[src/rtl/rps_round_referee.sv]
`default_nettype none
// +---------------------------------------------------------------------------+
// | rps_round_referee                                                         |
// | Judges rock-paper-scissors rounds once both encoded choices are stable,   |
// | keeps per-player scores and declares the match winner at WIN_SCORE.       |
// | Optional feature macro: RPS_TIE_COUNT_EN (adds saturating tie_count).     |
// | Revision: 1.0                                                             |
// +---------------------------------------------------------------------------+
module rps_round_referee #(
  parameter int STABLE_CYCLES = 4,
  parameter int SHOW_CYCLES   = 8,
  parameter int SCORE_W       = 4,
  parameter int WIN_SCORE     = 3
) (
  input  logic               clk,
  input  logic               rst_n,
  input  logic [1:0]         p1_choice,
  input  logic [1:0]         p2_choice,
  input  logic               round_clear,
  output logic [1:0]         winner,
  output logic               result_valid,
  output logic [SCORE_W-1:0] p1_score,
  output logic [SCORE_W-1:0] p2_score,
  output logic               match_over,
  output logic [1:0]         match_winner,
  output logic               busy
`ifdef RPS_TIE_COUNT_EN
  ,
  output logic [SCORE_W-1:0] tie_count
`endif
);

  localparam int c_settle_w = $clog2(STABLE_CYCLES + 1);
  localparam int c_show_w   = $clog2(SHOW_CYCLES + 1);

  localparam logic [c_settle_w-1:0] c_settle_max = c_settle_w'(STABLE_CYCLES);
  localparam logic [c_settle_w-1:0] c_settle_one = c_settle_w'(1);
  localparam logic [c_show_w-1:0]   c_show_max   = c_show_w'(SHOW_CYCLES);
  localparam logic [c_show_w-1:0]   c_show_one   = c_show_w'(1);
  localparam logic [SCORE_W-1:0]    c_win        = SCORE_W'(WIN_SCORE);
  localparam logic [SCORE_W-1:0]    c_score_one  = SCORE_W'(1);

  typedef enum logic [2:0] {
    ST_WAIT_BOTH    = 3'd0,
    ST_SETTLE       = 3'd1,
    ST_SHOW         = 3'd2,
    ST_WAIT_RELEASE = 3'd3,
    ST_MATCH_DONE   = 3'd4
  } state_t;

  state_t                r_state;
  state_t                w_state_nxt;
  logic [1:0]            r_cap1;
  logic [1:0]            r_cap2;
  logic [1:0]            w_cap1_nxt;
  logic [1:0]            w_cap2_nxt;
  logic [c_settle_w-1:0] r_settle_cnt;
  logic [c_settle_w-1:0] w_settle_cnt_nxt;
  logic [c_show_w-1:0]   r_show_cnt;
  logic [c_show_w-1:0]   w_show_cnt_nxt;
  logic [1:0]            r_winner;
  logic [1:0]            w_winner_nxt;
  logic                  r_result_valid;
  logic                  w_result_valid_nxt;
  logic [SCORE_W-1:0]    r_p1_score;
  logic [SCORE_W-1:0]    w_p1_score_nxt;
  logic [SCORE_W-1:0]    r_p2_score;
  logic [SCORE_W-1:0]    w_p2_score_nxt;
  logic [1:0]            r_match_winner;
  logic [1:0]            w_match_winner_nxt;
  logic [1:0]            w_verdict;
  logic                  w_both_set;
  logic                  w_both_clear;
  logic                  w_changed;
`ifdef RPS_TIE_COUNT_EN
  localparam logic [SCORE_W-1:0] c_tie_max = {SCORE_W{1'b1}};
  logic [SCORE_W-1:0]    r_tie_count;
  logic [SCORE_W-1:0]    w_tie_count_nxt;
`endif

  // Verdict codes: 01 player 1, 10 player 2, 11 tie.
  function automatic logic [1:0] judge(input logic [1:0] a, input logic [1:0] b);
    logic [1:0] v;
    if (a == b) begin
      v = 2'b11;
    end else begin
      case ({a, b})
        4'b0111, 4'b1001, 4'b1110: v = 2'b01;
        default:                   v = 2'b10;
      endcase
    end
    return v;
  endfunction

  assign w_both_set   = (p1_choice != 2'b00) && (p2_choice != 2'b00);
  assign w_both_clear = (p1_choice == 2'b00) && (p2_choice == 2'b00);
  assign w_changed    = (p1_choice != r_cap1) || (p2_choice != r_cap2);
  assign w_verdict    = judge(r_cap1, r_cap2);

  always_comb begin
    w_state_nxt        = r_state;
    w_cap1_nxt         = r_cap1;
    w_cap2_nxt         = r_cap2;
    w_settle_cnt_nxt   = r_settle_cnt;
    w_show_cnt_nxt     = r_show_cnt;
    w_winner_nxt       = r_winner;
    w_result_valid_nxt = 1'b0;
    w_p1_score_nxt     = r_p1_score;
    w_p2_score_nxt     = r_p2_score;
    w_match_winner_nxt = r_match_winner;
`ifdef RPS_TIE_COUNT_EN
    w_tie_count_nxt    = r_tie_count;
`endif
    if (round_clear) begin
      w_state_nxt        = ST_WAIT_BOTH;
      w_settle_cnt_nxt   = '0;
      w_show_cnt_nxt     = '0;
      w_winner_nxt       = 2'b00;
      w_p1_score_nxt     = '0;
      w_p2_score_nxt     = '0;
      w_match_winner_nxt = 2'b00;
`ifdef RPS_TIE_COUNT_EN
      w_tie_count_nxt    = '0;
`endif
    end else begin
      case (r_state)
        ST_WAIT_BOTH: begin
          if (w_both_set) begin
            w_state_nxt      = ST_SETTLE;
            w_cap1_nxt       = p1_choice;
            w_cap2_nxt       = p2_choice;
            w_settle_cnt_nxt = c_settle_one;
          end
        end
        ST_SETTLE: begin
          if (!w_both_set) begin
            w_state_nxt      = ST_WAIT_BOTH;
            w_settle_cnt_nxt = '0;
          end else if (w_changed) begin
            w_cap1_nxt       = p1_choice;
            w_cap2_nxt       = p2_choice;
            w_settle_cnt_nxt = c_settle_one;
          end else if (r_settle_cnt == c_settle_max) begin
            // Captured values equal the live inputs here, so judge the capture.
            w_state_nxt        = ST_SHOW;
            w_settle_cnt_nxt   = '0;
            w_show_cnt_nxt     = c_show_one;
            w_winner_nxt       = w_verdict;
            w_result_valid_nxt = 1'b1;
            if (w_verdict == 2'b01) begin
              w_p1_score_nxt = r_p1_score + c_score_one;
            end else if (w_verdict == 2'b10) begin
              w_p2_score_nxt = r_p2_score + c_score_one;
            end
`ifdef RPS_TIE_COUNT_EN
            if ((w_verdict == 2'b11) && (r_tie_count != c_tie_max)) begin
              w_tie_count_nxt = r_tie_count + c_score_one;
            end
`endif
          end else begin
            w_settle_cnt_nxt = r_settle_cnt + c_settle_one;
          end
        end
        ST_SHOW: begin
          if (r_show_cnt == c_show_max) begin
            w_show_cnt_nxt = '0;
            w_winner_nxt   = 2'b00;
            if (r_p1_score == c_win) begin
              w_state_nxt        = ST_MATCH_DONE;
              w_match_winner_nxt = 2'b01;
            end else if (r_p2_score == c_win) begin
              w_state_nxt        = ST_MATCH_DONE;
              w_match_winner_nxt = 2'b10;
            end else begin
              w_state_nxt = ST_WAIT_RELEASE;
            end
          end else begin
            w_show_cnt_nxt = r_show_cnt + c_show_one;
          end
        end
        ST_WAIT_RELEASE: begin
          // Both players must let go before a held choice can be judged again.
          if (w_both_clear) begin
            w_state_nxt = ST_WAIT_BOTH;
          end
        end
        ST_MATCH_DONE: begin
          w_state_nxt = ST_MATCH_DONE;
        end
        default: begin
          w_state_nxt = ST_WAIT_BOTH;
        end
      endcase
    end
  end

  always_ff @(posedge clk or negedge rst_n) begin
    if (!rst_n) begin
      r_state        <= ST_WAIT_BOTH;
      r_cap1         <= 2'b00;
      r_cap2         <= 2'b00;
      r_settle_cnt   <= '0;
      r_show_cnt     <= '0;
      r_winner       <= 2'b00;
      r_result_valid <= 1'b0;
      r_p1_score     <= '0;
      r_p2_score     <= '0;
      r_match_winner <= 2'b00;
`ifdef RPS_TIE_COUNT_EN
      r_tie_count    <= '0;
`endif
    end else begin
      r_state        <= w_state_nxt;
      r_cap1         <= w_cap1_nxt;
      r_cap2         <= w_cap2_nxt;
      r_settle_cnt   <= w_settle_cnt_nxt;
      r_show_cnt     <= w_show_cnt_nxt;
      r_winner       <= w_winner_nxt;
      r_result_valid <= w_result_valid_nxt;
      r_p1_score     <= w_p1_score_nxt;
      r_p2_score     <= w_p2_score_nxt;
      r_match_winner <= w_match_winner_nxt;
`ifdef RPS_TIE_COUNT_EN
      r_tie_count    <= w_tie_count_nxt;
`endif
    end
  end

  assign winner       = r_winner;
  assign result_valid = r_result_valid;
  assign p1_score     = r_p1_score;
  assign p2_score     = r_p2_score;
  assign match_over   = (r_state == ST_MATCH_DONE);
  assign match_winner = r_match_winner;
  assign busy         = (r_state != ST_WAIT_BOTH);
`ifdef RPS_TIE_COUNT_EN
  assign tie_count    = r_tie_count;
`endif

endmodule
`default_nettype wire

[config.mk]
export PLATFORM = sky130hd
export DESIGN_NAME = rps_round_referee
export DESIGN_NICKNAME = d
export VERILOG_FILES = /design/src/rtl/rps_round_referee.sv
export SDC_FILE = /design/constraint.sdc
export NUM_CORES = 1
export LEC_CHECK = 0
export ABC_CLOCK_PERIOD_IN_PS = 5700
export CAP_MARGIN = 0
export CELL_PAD_IN_SITES_DETAIL_PLACEMENT = 1
export CELL_PAD_IN_SITES_GLOBAL_PLACEMENT = 1
export CORE_MARGIN = 1.5
export CORE_UTILIZATION = 45
export DETAILED_ROUTE_END_ITERATION = 6
export GPL_TIMING_DRIVEN = 0
export PLACE_DENSITY_LB_ADDON = 0.1
export SYNTH_ARGS = -nofsm -noshare
export SYNTH_HDL_FRONTEND = slang
export SYNTH_SLANG_ARGS = --single-unit
[constraint.sdc]
create_clock -name clk -period 5.7 [get_ports clk]
set_input_delay 1.14 -clock clk [delete_from_list [all_inputs] [get_ports clk]]
set_output_delay 1.14 -clock clk [all_outputs]
set_load 0.05 [all_outputs]
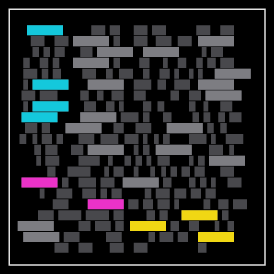
Figure 1: run 1, sequential cells colored by netlist name.
Drawn at 4 px/um.
[yellow] r_state | sequential cells: 3
[magenta] r_cap1 | sequential cells: 2
[cyan] p1_score | sequential cells: 4
not colored: 18
register area: 675.6 um2
final core utilization: 56.85%
Seq group: 0.228 mW

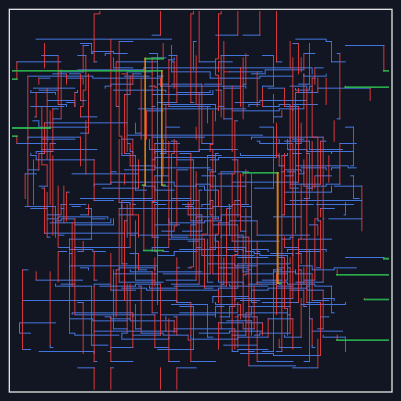
Figure 2: run 1, metal layers overlaid.
Drawn at 6 px/um.
[orange] M4 | wire length: 58.5 um
[green] M3 | wire length: 74.5 um
[red] M2 | wire length: 2,050 um
[blue] M1 | wire length: 1,900 um
via count: 1,361
drt wl/cell: 17.24 um
Total Routing Usage GR: 22.86%
DRT Wirelength: 4087 um

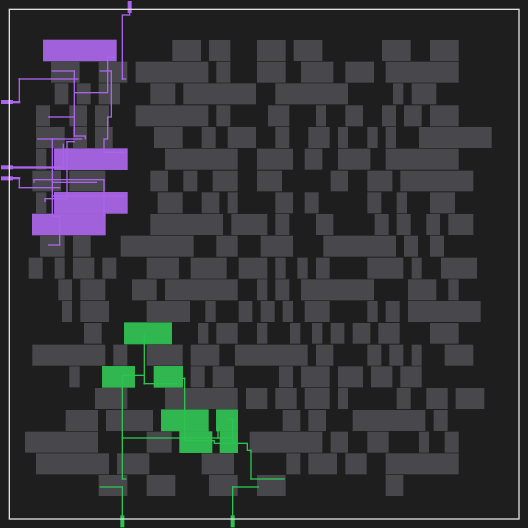
Figure 3: run 1, port wiring.
Drawn at 8 px/um.
[purple] p1_score | direction: output | edge: 3 left, 1 top | end cells: 4 | wire: 138 um
[green] p1_choice | direction: input | edge: bottom | end cells: 7 | wire: 83.7 um

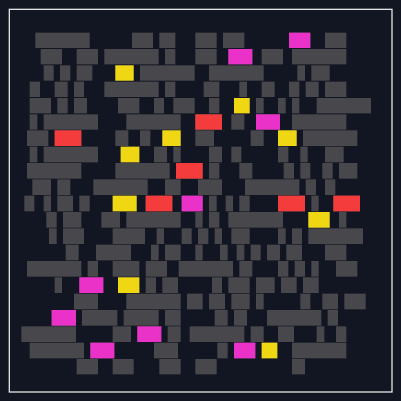
Figure 4: run 1, gate-type map.
Drawn at 6 px/um.
[yellow] non-inverting ao/oa cells | cells: 9
[magenta] mux cells | cells: 9
[red] fa/ha/maj cells | cells: 6

==> changes_impl.md, run 1 <==
## Flow update

* Cts bufs inserted at 3
* Slew Limit Headroom at 53.20%
* Yosys Instances at 166
* XOR Share, Synth at 5.615%
* Leakage Power at 0.7893 nW
* Number of buffers added on ports at 21
* Post-synthesis register bit count at 27
* H-Tree Depth at 1
* MaxCap Viol Count at 0
* Met3 WL at 74 um
* CTS resizes at 0
* Status: finished, final reports clean
* Total power at 0.5769 mW
* Dominant combinational family: simple AND/OR/NAND/NOR gates
* Post-CTS Setup Bufs at 0
* Reg2Reg Depth at 7
* Post-route ant nets at 0
* Comb gate area at 898.4 um2
* Non-Filler Instances at 237
* Worst Setup End Kind: primary output
* Initial antenna violation count at 0
* Crit path time final at 3272 ps
* Final Wtd Congestion at 0.7966
* Worst setup path end: match_over
* Max Transition Viols Final at 0
* Clock transition at path regs at 160 ps
* Worst path top cell family by delay: buffers and inverters
* Hpwl dp at 3137 um
* Vias in the first global route at 1,517
* CTS tree: yes
* Largest area class, layout: combinational gates
* Power share of the sequential group at 39.5%
* Hold EP: r_show_cnt[2]
* Die Span Y at 63.54 um
* Switching share of power at 40.69%
* RSZ-0062 raised after global routing: false
* Layout fillers at 395
Figure 5. Clock routing (run 1).
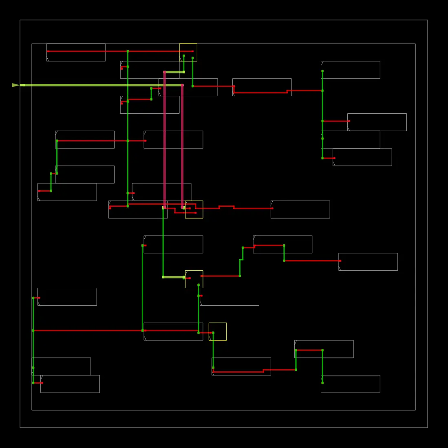

==> run 1 -> run 2 <==
--- a/config.mk
+++ b/config.mk
@@ -5,12 +5,12 @@
 export SDC_FILE = /design/constraint.sdc
 export NUM_CORES = 1
 export LEC_CHECK = 0
-export ABC_CLOCK_PERIOD_IN_PS = 5700
+export ABC_CLOCK_PERIOD_IN_PS = 2850
 export CAP_MARGIN = 0
 export CELL_PAD_IN_SITES_DETAIL_PLACEMENT = 1
 export CELL_PAD_IN_SITES_GLOBAL_PLACEMENT = 1
 export CORE_MARGIN = 1.5
-export CORE_UTILIZATION = 45
+export CORE_UTILIZATION = 38
 export DETAILED_ROUTE_END_ITERATION = 6
 export GPL_TIMING_DRIVEN = 0
 export PLACE_DENSITY_LB_ADDON = 0.1
==> constraint.sdc (replaced) <==
create_clock -name clk -period 2.85 [get_ports clk]
set_input_delay 0.57 -clock clk [delete_from_list [all_inputs] [get_ports clk]]
set_output_delay 0.57 -clock clk [all_outputs]
set_load 0.05 [all_outputs]
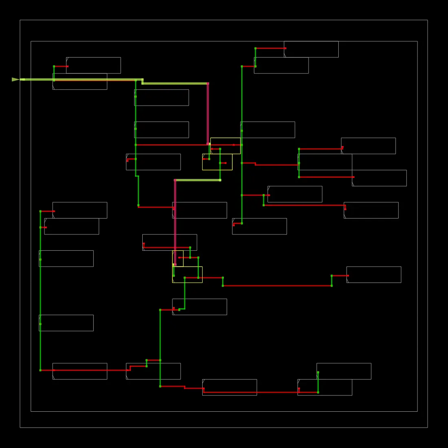
Figure 6: run 2, clock routing.
Latency at later pin: 280 ps
Clock buffer cells: 3
P_clk: 0.230 mW
clock net sink count: 27

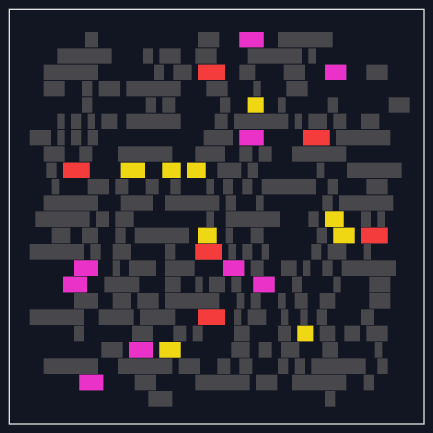
Figure 7: run 2, gate-type map.
Drawn at 6 px/um.
[yellow] non-inverting ao/oa cells | cells: 9 | where: center
[magenta] mux cells | cells: 9
[red] fa/ha/maj cells | cells: 6

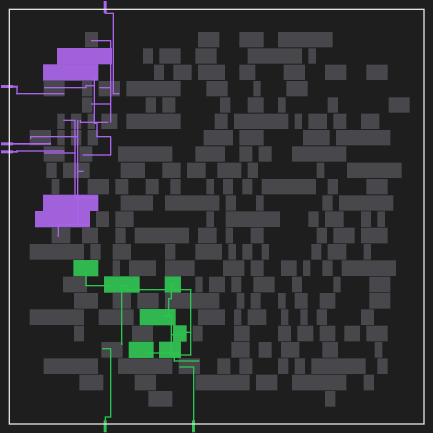
Figure 8: run 2, port wiring.
Drawn at 6 px/um.
[purple] p1_score | direction: output | edge: 3 left, 1 top | end cells: 4 | wire: 154 um
[green] p1_choice | direction: input | edge: bottom | end cells: 7 | wire: 96.2 um
Ports: 22
number of buffers added on ports: 21

==> run 2 against run 1 <==
Effect of this change: final cell count increased by 1.7%; non-clock buffer count unchanged; die area increased by 18%; sequential power increased by 100%; critical path depth unchanged; largest power group unchanged; highest routed layer unchanged.
==> changes_impl.md, run 2 <==
## Flow update

* RSZ-0062 raised after global routing: false
* Final Wtd Congestion at 0.7653
* Status: finished, final reports clean
* CTS resizes at 0
* Yosys cell types at 48
* Drt wl/cell at 17.60 um
* Setup Skew at 1.953 ps
* CTS tree: yes
* Reg2Reg Depth at 5
* Crit path time final at 2690 ps
* Comb/total area at 45.76%
* Power share of the sequential group at 37.9%
* Cts bufs inserted at 3
* Crit start category: flip-flop
* DRT Wirelength at 4241 um
* Post-route ant nets at 0
* Comb gate area at 898.4 um2
* Initial antenna violation count at 0
* Slew Limit Headroom at 44.60%
* MaxCap Viol Count at 0
* Max Transition Viols Final at 0
* Worst setup path end: match_over
* Non-Filler Instances at 241
* Register area at 675.6 um2
* Post-CTS Setup Bufs at 0
* Die Span Y at 68.88 um
* Hpwl dp at 3274 um
* Clock transition at path regs at 100 ps
* Worst Setup End Kind: primary output
* Fin Setup TNS at 0 ps
* Yosys Instances at 166
* Total Routing Usage GR at 20.29%
* Largest area class, layout: combinational gates
* Net Count, Synth at 179
* Origin of the critical flop-to-flop path: r_state[0]
* Via count at 1,391
* Post-synthesis register bit count at 27
* Leakage Power at 0.8009 nW
* Total power at 1.200 mW
* DRT Pass-1 Iters at 6
* Non-CTS buffers at 29
* Switching share of power at 39.25%
* Final core utilization at 48.04%
Figure 9. Metal layers overlaid (run 2).
Drawn at 6 px/um.
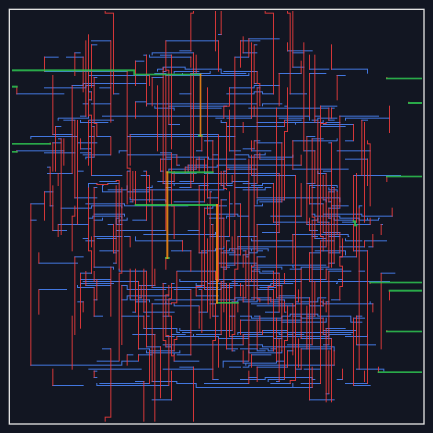

==> run 2 -> run 3 <==
--- a/config.mk
+++ b/config.mk
@@ -13,6 +13,8 @@
 export CORE_UTILIZATION = 38
 export DETAILED_ROUTE_END_ITERATION = 6
 export GPL_TIMING_DRIVEN = 0
+export HOLD_SLACK_MARGIN = 0.1
+export MAX_ROUTING_LAYER = met4
 export PLACE_DENSITY_LB_ADDON = 0.1
 export SYNTH_ARGS = -nofsm -noshare
 export SYNTH_HDL_FRONTEND = slang
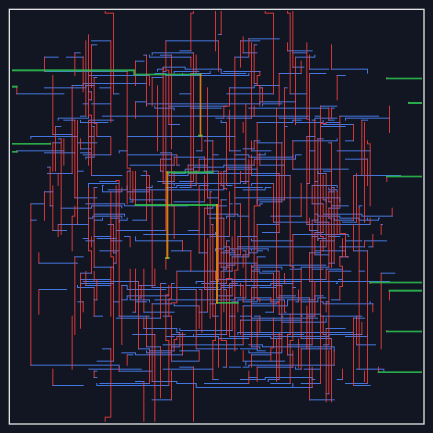
Figure 10: run 3, metal layers overlaid.
Drawn at 6 px/um.
[blue] M1 | wire length: 1,860 um
[orange] M4 | wire length: 40.8 um
[red] M2 | wire length: 2,210 um
[green] M3 | wire length: 105 um
Total Routing Usage GR: 20.86%
DRT Wirelength: 4221 um
via count: 1,382

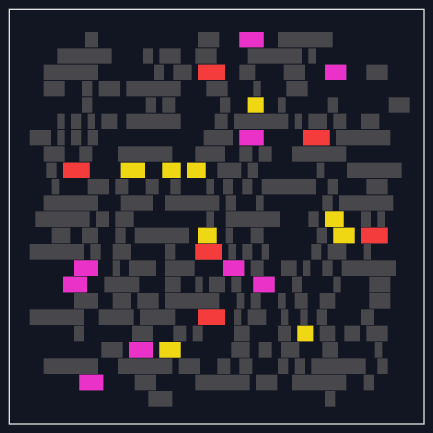
Figure 11: run 3, gate-type map.
Drawn at 6 px/um.
[magenta] mux cells | cells: 9
[yellow] non-inverting ao/oa cells | cells: 9 | where: center
[red] fa/ha/maj cells | cells: 6
Comb/total area: 45.76%
Non-Filler Instances: 241

==> run 3 against run 2 <==
Effect of this change: total power decreased by 0.20%; flip-flop count unchanged; critical path depth unchanged; sequential share of layout area unchanged; combinational power about the same; cell area did not move; clock-buffer cell count stayed put; fmax grew 0.27%; register-to-register slack is essentially flat; largest power group unchanged; highest routed layer unchanged.
==> changes_impl.md, run 3 <==
## Flow update

* Net Count, Synth at 179
* Fin Setup TNS at 0 ps
* Die Span Y at 68.88 um
* Max Transition Viols Final at 0
* Vias in the first global route at 1,431
* Final core utilization at 48.04%
* Dominant combinational family: simple AND/OR/NAND/NOR gates
* Non-CTS buffers at 29
* Latency at later pin at 280 ps
* P_clk at 0.229 mW
* Ports at 22
* Drt wl/cell at 17.51 um
* RSZ-0062 raised after global routing: false
* Post-CTS Setup Bufs at 0
* Worst path top cell family by delay: buffers and inverters
* Largest area class, layout: combinational gates
* Status: finished, final reports clean
* Clock buffer cells at 3
* Setup Skew at 3.081 ps
* CTS resizes at 0
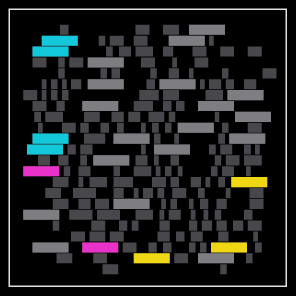
Figure 12: run 3, sequential cells colored by netlist name.
Drawn at 4 px/um.
[cyan] p1_score | sequential cells: 4
[yellow] r_state | sequential cells: 3
[magenta] r_cap1 | sequential cells: 2

Power and IR drop assume default switching activity.
